Figure 1. Clock wiring as the flow saved it.
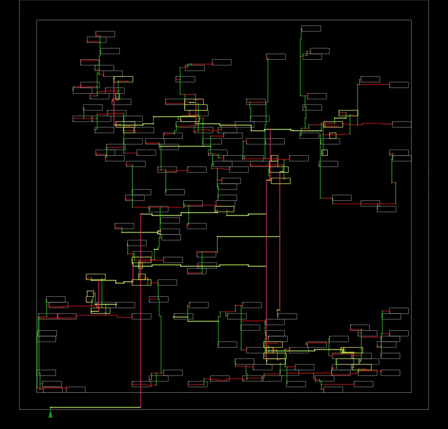
Figure 2. Clock wires, drivers and flops.
(2 px per um)
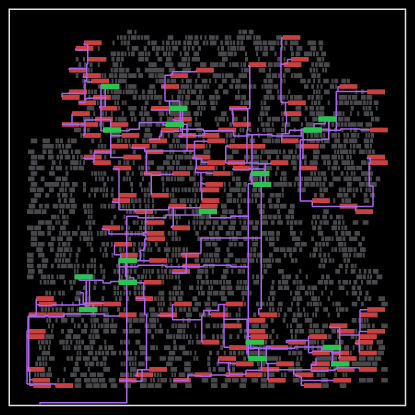
Figure 3. Nets reached from selected ports.
(2 px per um)
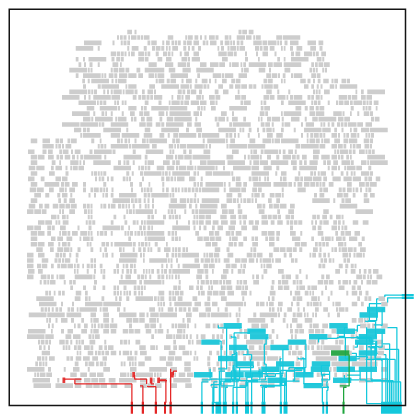
Figure 4. Met3 routing.
(2 px per um)
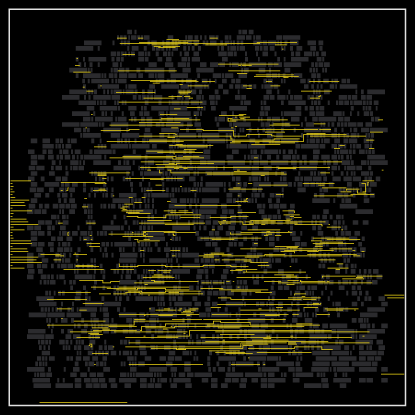
Figure 5. Cells colored by class.
(1.5 px per um)
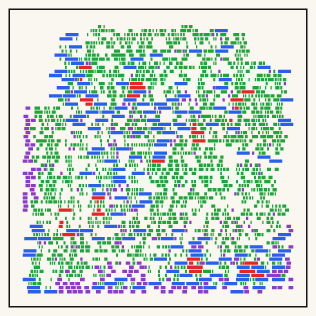
**config.mk**
```make
export PLATFORM = sky130hd
export DESIGN_NAME = muldiv_seq_flat
export DESIGN_NICKNAME = d
export VERILOG_FILES = /design/src/rtl/muldiv_seq_pkg.sv /design/src/rtl/muldiv_seq_if.sv /design/src/rtl/muldiv_step.sv /design/src/rtl/muldiv_seq.sv /design/src/flat_wrapper.sv
export SDC_FILE = /design/constraint.sdc
export NUM_CORES = 1
export LEC_CHECK = 0
export CORE_MARGIN = 8
export CORE_UTILIZATION = 45
export DETAILED_ROUTE_END_ITERATION = 8
export GPL_TIMING_DRIVEN = 0
export PLACE_DENSITY = 0.69
export SETUP_SLACK_MARGIN = 0.1
export SYNTH_ARGS = -nofsm -noshare
export SYNTH_HDL_FRONTEND = slang
export SYNTH_SLANG_ARGS = --single-unit
export TNS_END_PERCENT = 20
```
**constraint.sdc**
```tcl
create_clock -name clk -period 4.95 [get_ports clk]
set_input_delay 0.7425 -clock clk [delete_from_list [all_inputs] [get_ports clk]]
set_output_delay 0.7425 -clock clk [all_outputs]
set_load 0.005 [all_outputs]
```
**src/rtl/muldiv_seq_pkg.sv**
```systemverilog
`default_nettype none
// ============================================================================
//  Module      : muldiv_seq_pkg
//  Description : Shared definitions for the iterative RV32M multiply/divide
//                sequencer: funct3 operation codes, FSM state type and
//                operand signedness helpers.
//  Revision    : 1.0  initial release
// ============================================================================
package muldiv_seq_pkg;

    // M-extension funct3 operation codes
    localparam logic [2:0] c_md_mul    = 3'b000;
    localparam logic [2:0] c_md_mulh   = 3'b001;
    localparam logic [2:0] c_md_mulhsu = 3'b010;
    localparam logic [2:0] c_md_mulhu  = 3'b011;
    localparam logic [2:0] c_md_div    = 3'b100;
    localparam logic [2:0] c_md_divu   = 3'b101;
    localparam logic [2:0] c_md_rem    = 3'b110;
    localparam logic [2:0] c_md_remu   = 3'b111;

    typedef enum logic [2:0] {
        ST_IDLE = 3'd0,
        ST_MUL  = 3'd1,
        ST_DIV  = 3'd2,
        ST_FIX  = 3'd3,
        ST_DONE = 3'd4
    } muldiv_state_e;

    // rs1 is treated as signed for MUL, MULH, MULHSU, DIV and REM
    function automatic logic op_a_signed(input logic [2:0] funct3);
        logic s;
        case (funct3)
            c_md_mul, c_md_mulh, c_md_mulhsu, c_md_div, c_md_rem: s = 1'b1;
            default:                                              s = 1'b0;
        endcase
        return s;
    endfunction

    // rs2 is treated as signed for MUL, MULH, DIV and REM
    function automatic logic op_b_signed(input logic [2:0] funct3);
        logic s;
        case (funct3)
            c_md_mul, c_md_mulh, c_md_div, c_md_rem: s = 1'b1;
            default:                                 s = 1'b0;
        endcase
        return s;
    endfunction

    // funct3[2] separates the divide family from the multiply family
    function automatic logic is_div_op(input logic [2:0] funct3);
        return funct3[2];
    endfunction

endpackage : muldiv_seq_pkg
`default_nettype wire

```
**src/rtl/muldiv_seq_if.sv**
```systemverilog
`default_nettype none
// ============================================================================
//  Module      : muldiv_seq_if
//  Description : Execute-stage <-> multiply/divide sequencer interface.
//                slave  : the sequencer (receives requests, drives results)
//                master : execute / hazard logic (drives requests)
//  Signals     : start_i, funct3_i, op_a_i, op_b_i, rd_addr_i, flush_i
//                (requests), busy_o, stall_e_o, valid_o, result_o, rd_addr_o
//                (responses)
//  Revision    : 1.0  initial release
// ============================================================================
interface muldiv_seq_if #(
    parameter int DATA_WIDTH     = 32,
    parameter int REG_ADDR_WIDTH = 5
);
    logic                      start_i;
    logic [2:0]                funct3_i;
    logic [DATA_WIDTH-1:0]     op_a_i;
    logic [DATA_WIDTH-1:0]     op_b_i;
    logic [REG_ADDR_WIDTH-1:0] rd_addr_i;
    logic                      flush_i;
    logic                      busy_o;
    logic                      stall_e_o;
    logic                      valid_o;
    logic [DATA_WIDTH-1:0]     result_o;
    logic [REG_ADDR_WIDTH-1:0] rd_addr_o;

    modport slave (
        input  start_i, funct3_i, op_a_i, op_b_i, rd_addr_i, flush_i,
        output busy_o, stall_e_o, valid_o, result_o, rd_addr_o
    );

    modport master (
        output start_i, funct3_i, op_a_i, op_b_i, rd_addr_i, flush_i,
        input  busy_o, stall_e_o, valid_o, result_o, rd_addr_o
    );
endinterface : muldiv_seq_if
`default_nettype wire

```
**src/rtl/muldiv_step.sv**
```systemverilog
`default_nettype none
// ============================================================================
//  Module      : muldiv_step
//  Description : One iteration of the sequencer datapath (combinational).
//                Multiply mode: shift-add.  acc = {hi, lo}, lo holds the
//                  remaining multiplier bits; if lo[0] the multiplicand is
//                  added to hi, then the whole W+1+W-1 result shifts right.
//                Divide mode: restoring subtract. acc = {rem, dividend/quot};
//                  the pair shifts left one bit, the divisor is trial-
//                  subtracted from the remainder and the quotient bit enters
//                  at lo[0].
//  Ports       : i_acc      2*DATA_WIDTH accumulator in
//                i_operand  multiplicand (mul) or divisor (div) magnitude
//                i_div_mode 1 = divide step, 0 = multiply step
//                o_acc      next accumulator
//  Revision    : 1.0  initial release
// ============================================================================
module muldiv_step #(
    parameter int DATA_WIDTH = 32
) (
    input  wire logic [2*DATA_WIDTH-1:0] i_acc,
    input  wire logic [DATA_WIDTH-1:0]   i_operand,
    input  wire logic                    i_div_mode,
    output logic      [2*DATA_WIDTH-1:0] o_acc
);

    logic [DATA_WIDTH-1:0] w_hi;
    logic [DATA_WIDTH-1:0] w_lo;
    logic [DATA_WIDTH:0]   w_sum;
    logic [DATA_WIDTH:0]   w_trial;
    logic [DATA_WIDTH:0]   w_diff;

    always_comb begin
        w_hi    = i_acc[2*DATA_WIDTH-1:DATA_WIDTH];
        w_lo    = i_acc[DATA_WIDTH-1:0];

        // Multiply: keep the carry so the shifted-in MSB is exact
        w_sum   = {1'b0, w_hi} + (w_lo[0] ? {1'b0, i_operand} : '0);

        // Divide: the partial remainder is always < divisor, so the shifted
        // trial value fits in W+1 bits and the subtract's MSB is the borrow.
        w_trial = {w_hi, w_lo[DATA_WIDTH-1]};
        w_diff  = w_trial - {1'b0, i_operand};

        o_acc   = {w_sum, w_lo[DATA_WIDTH-1:1]};
        if (i_div_mode) begin
            if (!w_diff[DATA_WIDTH]) begin
                o_acc = {w_diff[DATA_WIDTH-1:0], w_lo[DATA_WIDTH-2:0], 1'b1};
            end else begin
                o_acc = {w_trial[DATA_WIDTH-1:0], w_lo[DATA_WIDTH-2:0], 1'b0};
            end
        end
    end

endmodule : muldiv_step
`default_nettype wire

```
**src/rtl/muldiv_seq.sv**
```systemverilog
`default_nettype none
// ============================================================================
//  Module      : muldiv_seq
//  Description : Iterative RV32M multiply/divide sequencer beside the EX ALU.
//                Accepts one M-op in IDLE/DONE, stalls execute while it
//                iterates (DATA_WIDTH steps), fixes up signs in FIX and
//                presents a one-cycle result strobe in DONE. Divide-by-zero
//                and signed overflow bypass iteration. A flush aborts the op.
//  Ports       : clk, rst (async, active-high)
//                bus (muldiv_seq_if.slave):
//                  start_i, funct3_i, op_a_i, op_b_i, rd_addr_i, flush_i
//                  busy_o, stall_e_o, valid_o, result_o, rd_addr_o
//  Revision    : 1.0  initial release
// ============================================================================
module muldiv_seq
    import muldiv_seq_pkg::*;
#(
    parameter int DATA_WIDTH     = 32,
    parameter int REG_ADDR_WIDTH = 5
) (
    input  wire logic   clk,
    input  wire logic   rst,
    muldiv_seq_if.slave bus
);

    localparam int                    c_cnt_w   = $clog2(DATA_WIDTH);
    localparam logic [DATA_WIDTH-1:0] c_min_neg = {1'b1, {(DATA_WIDTH-1){1'b0}}};

    // ------------------------------------------------------------------
    // State
    // ------------------------------------------------------------------
    muldiv_state_e               state_q,   state_d;
    logic [c_cnt_w-1:0]          cnt_q,     cnt_d;
    logic [2*DATA_WIDTH-1:0]     acc_q,     acc_d;
    logic [DATA_WIDTH-1:0]       opnd_q,    opnd_d;     // multiplicand or divisor magnitude
    logic [2:0]                  funct3_q,  funct3_d;
    logic                        neg_q,     neg_d;      // product/quotient negate
    logic                        rem_neg_q, rem_neg_d;  // remainder follows dividend sign
    logic [REG_ADDR_WIDTH-1:0]   rd_q,      rd_d;
    logic [DATA_WIDTH-1:0]       result_q,  result_d;
    logic                        valid_q,   valid_d;

    // ------------------------------------------------------------------
    // Request decode and magnitude conversion
    // ------------------------------------------------------------------
    logic                  w_idle_done;
    logic                  w_busy;
    logic                  w_a_neg;
    logic                  w_b_neg;
    logic [DATA_WIDTH-1:0] w_a_mag;
    logic [DATA_WIDTH-1:0] w_b_mag;
    logic                  w_div_zero;
    logic                  w_div_ovf;

    always_comb begin
        w_idle_done = (state_q == ST_IDLE) || (state_q == ST_DONE);
        w_busy      = (state_q == ST_MUL) || (state_q == ST_DIV) || (state_q == ST_FIX);

        w_a_neg     = op_a_signed(bus.funct3_i) & bus.op_a_i[DATA_WIDTH-1];
        w_b_neg     = op_b_signed(bus.funct3_i) & bus.op_b_i[DATA_WIDTH-1];
        w_a_mag     = w_a_neg ? (~bus.op_a_i + 1'b1) : bus.op_a_i;
        w_b_mag     = w_b_neg ? (~bus.op_b_i + 1'b1) : bus.op_b_i;

        w_div_zero  = (bus.op_b_i == '0);
        // Only the signed divide/remainder can overflow (MIN / -1)
        w_div_ovf   = ((bus.funct3_i == c_md_div) || (bus.funct3_i == c_md_rem)) &&
                      (bus.op_a_i == c_min_neg) && (&bus.op_b_i);
    end

    // ------------------------------------------------------------------
    // Iteration step
    // ------------------------------------------------------------------
    logic [2*DATA_WIDTH-1:0] w_step_acc;

    muldiv_step #(
        .DATA_WIDTH (DATA_WIDTH)
    ) u_step (
        .i_acc      (acc_q),
        .i_operand  (opnd_q),
        .i_div_mode (state_q == ST_DIV),
        .o_acc      (w_step_acc)
    );

    // ------------------------------------------------------------------
    // Sign fix-up and result selection
    // ------------------------------------------------------------------
    logic [2*DATA_WIDTH-1:0] w_prod;
    logic [DATA_WIDTH-1:0]   w_quot;
    logic [DATA_WIDTH-1:0]   w_rem;
    logic [DATA_WIDTH-1:0]   w_fix_result;

    always_comb begin
        w_prod = neg_q ? (~acc_q + 1'b1) : acc_q;
        w_quot = neg_q ? (~acc_q[DATA_WIDTH-1:0] + 1'b1) : acc_q[DATA_WIDTH-1:0];
        w_rem  = rem_neg_q ? (~acc_q[2*DATA_WIDTH-1:DATA_WIDTH] + 1'b1)
                           : acc_q[2*DATA_WIDTH-1:DATA_WIDTH];

        case (funct3_q)
            c_md_mul:                          w_fix_result = w_prod[DATA_WIDTH-1:0];
            c_md_mulh, c_md_mulhsu, c_md_mulhu: w_fix_result = w_prod[2*DATA_WIDTH-1:DATA_WIDTH];
            c_md_div, c_md_divu:               w_fix_result = w_quot;
            default:                           w_fix_result = w_rem;
        endcase
    end

    // ------------------------------------------------------------------
    // Next-state logic
    // ------------------------------------------------------------------
    always_comb begin
        state_d   = state_q;
        cnt_d     = cnt_q;
        acc_d     = acc_q;
        opnd_d    = opnd_q;
        funct3_d  = funct3_q;
        neg_d     = neg_q;
        rem_neg_d = rem_neg_q;
        rd_d      = rd_q;
        result_d  = result_q;
        valid_d   = 1'b0;

        if (bus.flush_i) begin
            // Abort wins over everything, including a same-cycle start
            state_d = ST_IDLE;
        end else begin
            case (state_q)
                ST_IDLE, ST_DONE: begin
                    state_d = ST_IDLE;
                    if (bus.start_i) begin
                        funct3_d  = bus.funct3_i;
                        rd_d      = bus.rd_addr_i;
                        neg_d     = w_a_neg ^ w_b_neg;
                        rem_neg_d = w_a_neg;
                        cnt_d     = c_cnt_w'(DATA_WIDTH - 1);
                        if (is_div_op(bus.funct3_i)) begin
                            if (w_div_zero) begin
                                // funct3[1] selects REM/REMU
                                result_d = bus.funct3_i[1] ? bus.op_a_i : '1;
                                valid_d  = 1'b1;
                                state_d  = ST_DONE;
                            end else if (w_div_ovf) begin
                                result_d = bus.funct3_i[1] ? '0 : c_min_neg;
                                valid_d  = 1'b1;
                                state_d  = ST_DONE;
                            end else begin
                                acc_d   = {{DATA_WIDTH{1'b0}}, w_a_mag};
                                opnd_d  = w_b_mag;
                                state_d = ST_DIV;
                            end
                        end else begin
                            acc_d   = {{DATA_WIDTH{1'b0}}, w_b_mag};
                            opnd_d  = w_a_mag;
                            state_d = ST_MUL;
                        end
                    end
                end

                ST_MUL, ST_DIV: begin
                    acc_d = w_step_acc;
                    if (cnt_q == '0) begin
                        state_d = ST_FIX;
                    end else begin
                        cnt_d = cnt_q - 1'b1;
                    end
                end

                ST_FIX: begin
                    result_d = w_fix_result;
                    valid_d  = 1'b1;
                    state_d  = ST_DONE;
                end

                default: begin
                    state_d = ST_IDLE;
                end
            endcase
        end
    end

    // ------------------------------------------------------------------
    // Registers
    // ------------------------------------------------------------------
    always_ff @(posedge clk or posedge rst) begin
        if (rst) begin
            state_q   <= ST_IDLE;
            cnt_q     <= '0;
            acc_q     <= '0;
            opnd_q    <= '0;
            funct3_q  <= '0;
            neg_q     <= 1'b0;
            rem_neg_q <= 1'b0;
            rd_q      <= '0;
            result_q  <= '0;
            valid_q   <= 1'b0;
        end else begin
            state_q   <= state_d;
            cnt_q     <= cnt_d;
            acc_q     <= acc_d;
            opnd_q    <= opnd_d;
            funct3_q  <= funct3_d;
            neg_q     <= neg_d;
            rem_neg_q <= rem_neg_d;
            rd_q      <= rd_d;
            result_q  <= result_d;
            valid_q   <= valid_d;
        end
    end

    // ------------------------------------------------------------------
    // Outputs
    // ------------------------------------------------------------------
    assign bus.busy_o    = w_busy;
    // Drops in DONE (unless a new op is being accepted) so execute advances
    assign bus.stall_e_o = (bus.start_i & w_idle_done & ~bus.flush_i) | w_busy;
    assign bus.valid_o   = valid_q;
    assign bus.result_o  = result_q;
    assign bus.rd_addr_o = rd_q;

endmodule : muldiv_seq
`default_nettype wire

```
**src/flat_wrapper.sv**
```systemverilog
// flat-port wrapper written by rule: the top's interface ports become plain ports
module muldiv_seq_flat import muldiv_seq_pkg::*;
#(
    parameter int DATA_WIDTH     = 32,
    parameter int REG_ADDR_WIDTH = 5
)
  (clk, rst, bus_start_i, bus_funct3_i, bus_op_a_i, bus_op_b_i, bus_rd_addr_i, bus_flush_i, bus_busy_o, bus_stall_e_o, bus_valid_o, bus_result_o, bus_rd_addr_o);
  muldiv_seq_if #(.DATA_WIDTH(DATA_WIDTH), .REG_ADDR_WIDTH(REG_ADDR_WIDTH)) bus_i ();
  input  wire logic clk;
  input  wire logic rst;
  input wire logic [$bits(bus_i.start_i)-1:0] bus_start_i;
  input wire logic [$bits(bus_i.funct3_i)-1:0] bus_funct3_i;
  input wire logic [$bits(bus_i.op_a_i)-1:0] bus_op_a_i;
  input wire logic [$bits(bus_i.op_b_i)-1:0] bus_op_b_i;
  input wire logic [$bits(bus_i.rd_addr_i)-1:0] bus_rd_addr_i;
  input wire logic [$bits(bus_i.flush_i)-1:0] bus_flush_i;
  output wire logic [$bits(bus_i.busy_o)-1:0] bus_busy_o;
  output wire logic [$bits(bus_i.stall_e_o)-1:0] bus_stall_e_o;
  output wire logic [$bits(bus_i.valid_o)-1:0] bus_valid_o;
  output wire logic [$bits(bus_i.result_o)-1:0] bus_result_o;
  output wire logic [$bits(bus_i.rd_addr_o)-1:0] bus_rd_addr_o;
  assign bus_i.start_i = bus_start_i;
  assign bus_i.funct3_i = bus_funct3_i;
  assign bus_i.op_a_i = bus_op_a_i;
  assign bus_i.op_b_i = bus_op_b_i;
  assign bus_i.rd_addr_i = bus_rd_addr_i;
  assign bus_i.flush_i = bus_flush_i;
  assign bus_busy_o = bus_i.busy_o;
  assign bus_stall_e_o = bus_i.stall_e_o;
  assign bus_valid_o = bus_i.valid_o;
  assign bus_result_o = bus_i.result_o;
  assign bus_rd_addr_o = bus_i.rd_addr_o;
  muldiv_seq #(.DATA_WIDTH(DATA_WIDTH), .REG_ADDR_WIDTH(REG_ADDR_WIDTH)) u_core (.clk(clk), .rst(rst), .bus(bus_i));
endmodule
```
==> results.yml <==
# synthesis and place-and-route metrics
worst_hold_path:
  worstHoldStart: "u_core.bus.rd_addr_o[4]$_DFFE_PP0P_"
  hold-path-endpoint: "u_core.bus.rd_addr_o[4]$_DFFE_PP0P_"
  hold_class: "register to register"
yosys:
  ys_types: 86
  ys_sh_aoi: 0.2838
  top_logic_kind: "AND-OR/OR-AND gates"
  synthAdderAreaFrac: 0.06273
  yosys_area_um2: 14800
  numSynthFlops: 147
  synthTopCellsByCount: "nand2_1, a21oi_1, o21ai_0"
  yosys-top-cells-area: "dfrtp_1, a21oi_1, o21ai_0"
  mux_share: 0.02367
  yosys-stat-cells: 2023
  top_area_frac: 0.2486
worst_setup_path:
  rr_startpoint: "u_core.acc_q[31]$_DFFE_PP0P_"
  worstPathRequired_ns: 5.30
  critPathKind: "register to register"
  path_cells: "inv_1, ha_1, fa_1, nor2b_1, o311a_1, o31ai_1, a21oi_1, a41oi_1, a31oi_1, xnor2_4, clkbuf_1, o21ai_0, a221o_1"
  slowest_delay_ns: 0.60
  slowest_stage: "o31ai_1"
  ff2ff_setup_slack_ns: 0.22
  r2r_cells: 13
  endpoint: "u_core.acc_q[0]$_DFFE_PP0P_"
  path_delay_family: "AND-OR/OR-AND gates"
  cp.depth: 13
  r2r-end: "u_core.acc_q[0]$_DFFE_PP0P_"
  path_buffers: 2
  crit_path_max_fanout: 10
  end_kind: "register"
  start_kind: "register"
cts:
  cts_tree: "done"
  hold_buffers: 0
  cts_buffer_depth: 2
  clock_sinks: 147
  root_buffer: "clkbuf_16"
  cts_resized: 0
  post_cts_buffers: 0
  numCtsBuffers: 17
drt:
  wl_met1_mm: 26.96
  dr.pass1.iters: 6
  routed-wl-met2_mm: 27.26
  dr.max_layer_used: "met4"
die:
  die_h_um: 197.3
  taps: 442
sta:
  setup-tns-final_ns: 0
  timing.hold.ws_ns: 0.4794
  rsz0062_at_grt: "no"
  hold_viol: 0
  setup_ws_ns: 0.2167
  slew_viol_final: 0
  skew_ns: 0.01309
  finalCritPeriodShare: 0.9562
layout:
  buffers: 255
  largest_reg_flops: 64
  regMostFlops: "u_core.acc_q"
  clk_share: 0.03578
  fillCellCount: 3197
  mostFrequentLayoutCell: "nand2_1"
  clock_buffers: 19
  comb_share: 0.5985
  comb_area_um2: 10280
  largest_class: "combinational gates"
  nonClkBufAreaFrac: 0.1032
  logic_gate_count: 1666
power:
  p_seq_w: 0.00191
  total_power_w: 0.008177
  pwr-share-seq: 0.233
  p_sw_w: 0.004093
  maxPowerGroup: "combinational cells"
  intPower_w: 0.004083
  leakagePower_nw: 7.127
  pg_comb_w: 0.00483
placement:
  gp_congestion: 1.026
  post-dp-hpwl_mm: 49.67
  place_area_um2: 16540
  place_ws_ns: -0.07883
flow_run:
  tool_warnings: 28
  cap_violations: 0
global_routing:
  overflow: 0
  grt.total_usage: 0.3184
  grt_pass1_vias: 15350
  grt_util_met1: 0.4297
  grt_pass1_wl_mm: 94.55
status:
  status: "completed"
Notes on Figure 1 above:
flop count: 147
P_clk: 0.00144 W

Notes on Figure 2 above:
- clock-net drivers: green (count 17)
- flip-flops: red (count 147)
- clock wires: purple (length 2,620 um)
- routed clock nets: 18
Clk pwr share: 0.176
clk_lat worst skew: 0.46 ns

Notes on Figure 3 above:
- `bus_result_o`: cyan (bits 32; direction output; end cells 32; buffers 32; wire 1,410 um)
- `bus_valid_o`: green (bits 1; direction output; end cells 1; buffers 1; wire 29.9 um)
- `bus_rd_addr_i`: red (bits 5; direction input; end cells 5; buffers 5; wire 128 um)
I/O Buffers: 114
IO Pins: 116

Notes on Figure 4 above:
- main direction: horizontal
- share of all routed wire: 9.2%
- nets with wire on the layer: 337
met3 usage: 0.07274
number of vias in the routed layout: 16,420
routed wire length: 62.73 mm

Notes on Figure 5 above:
- remaining logic cells: green (cells 1,737; share of their area 64%)
- remaining buffers and delay cells: purple (cells 255; share of their area 11%)
- clock drivers and dummy loads: red (cells 32; share of their area 3.7%)
- registers: blue (cells 147; share of their area 22%)
Final Util: 0.5291
Design Area, Final: 17,170 um^2
FP Rows: 66
area of the core: 32,450 um^2
sequential cell area share: 0.2142

Power and IR drop assume default switching activity.
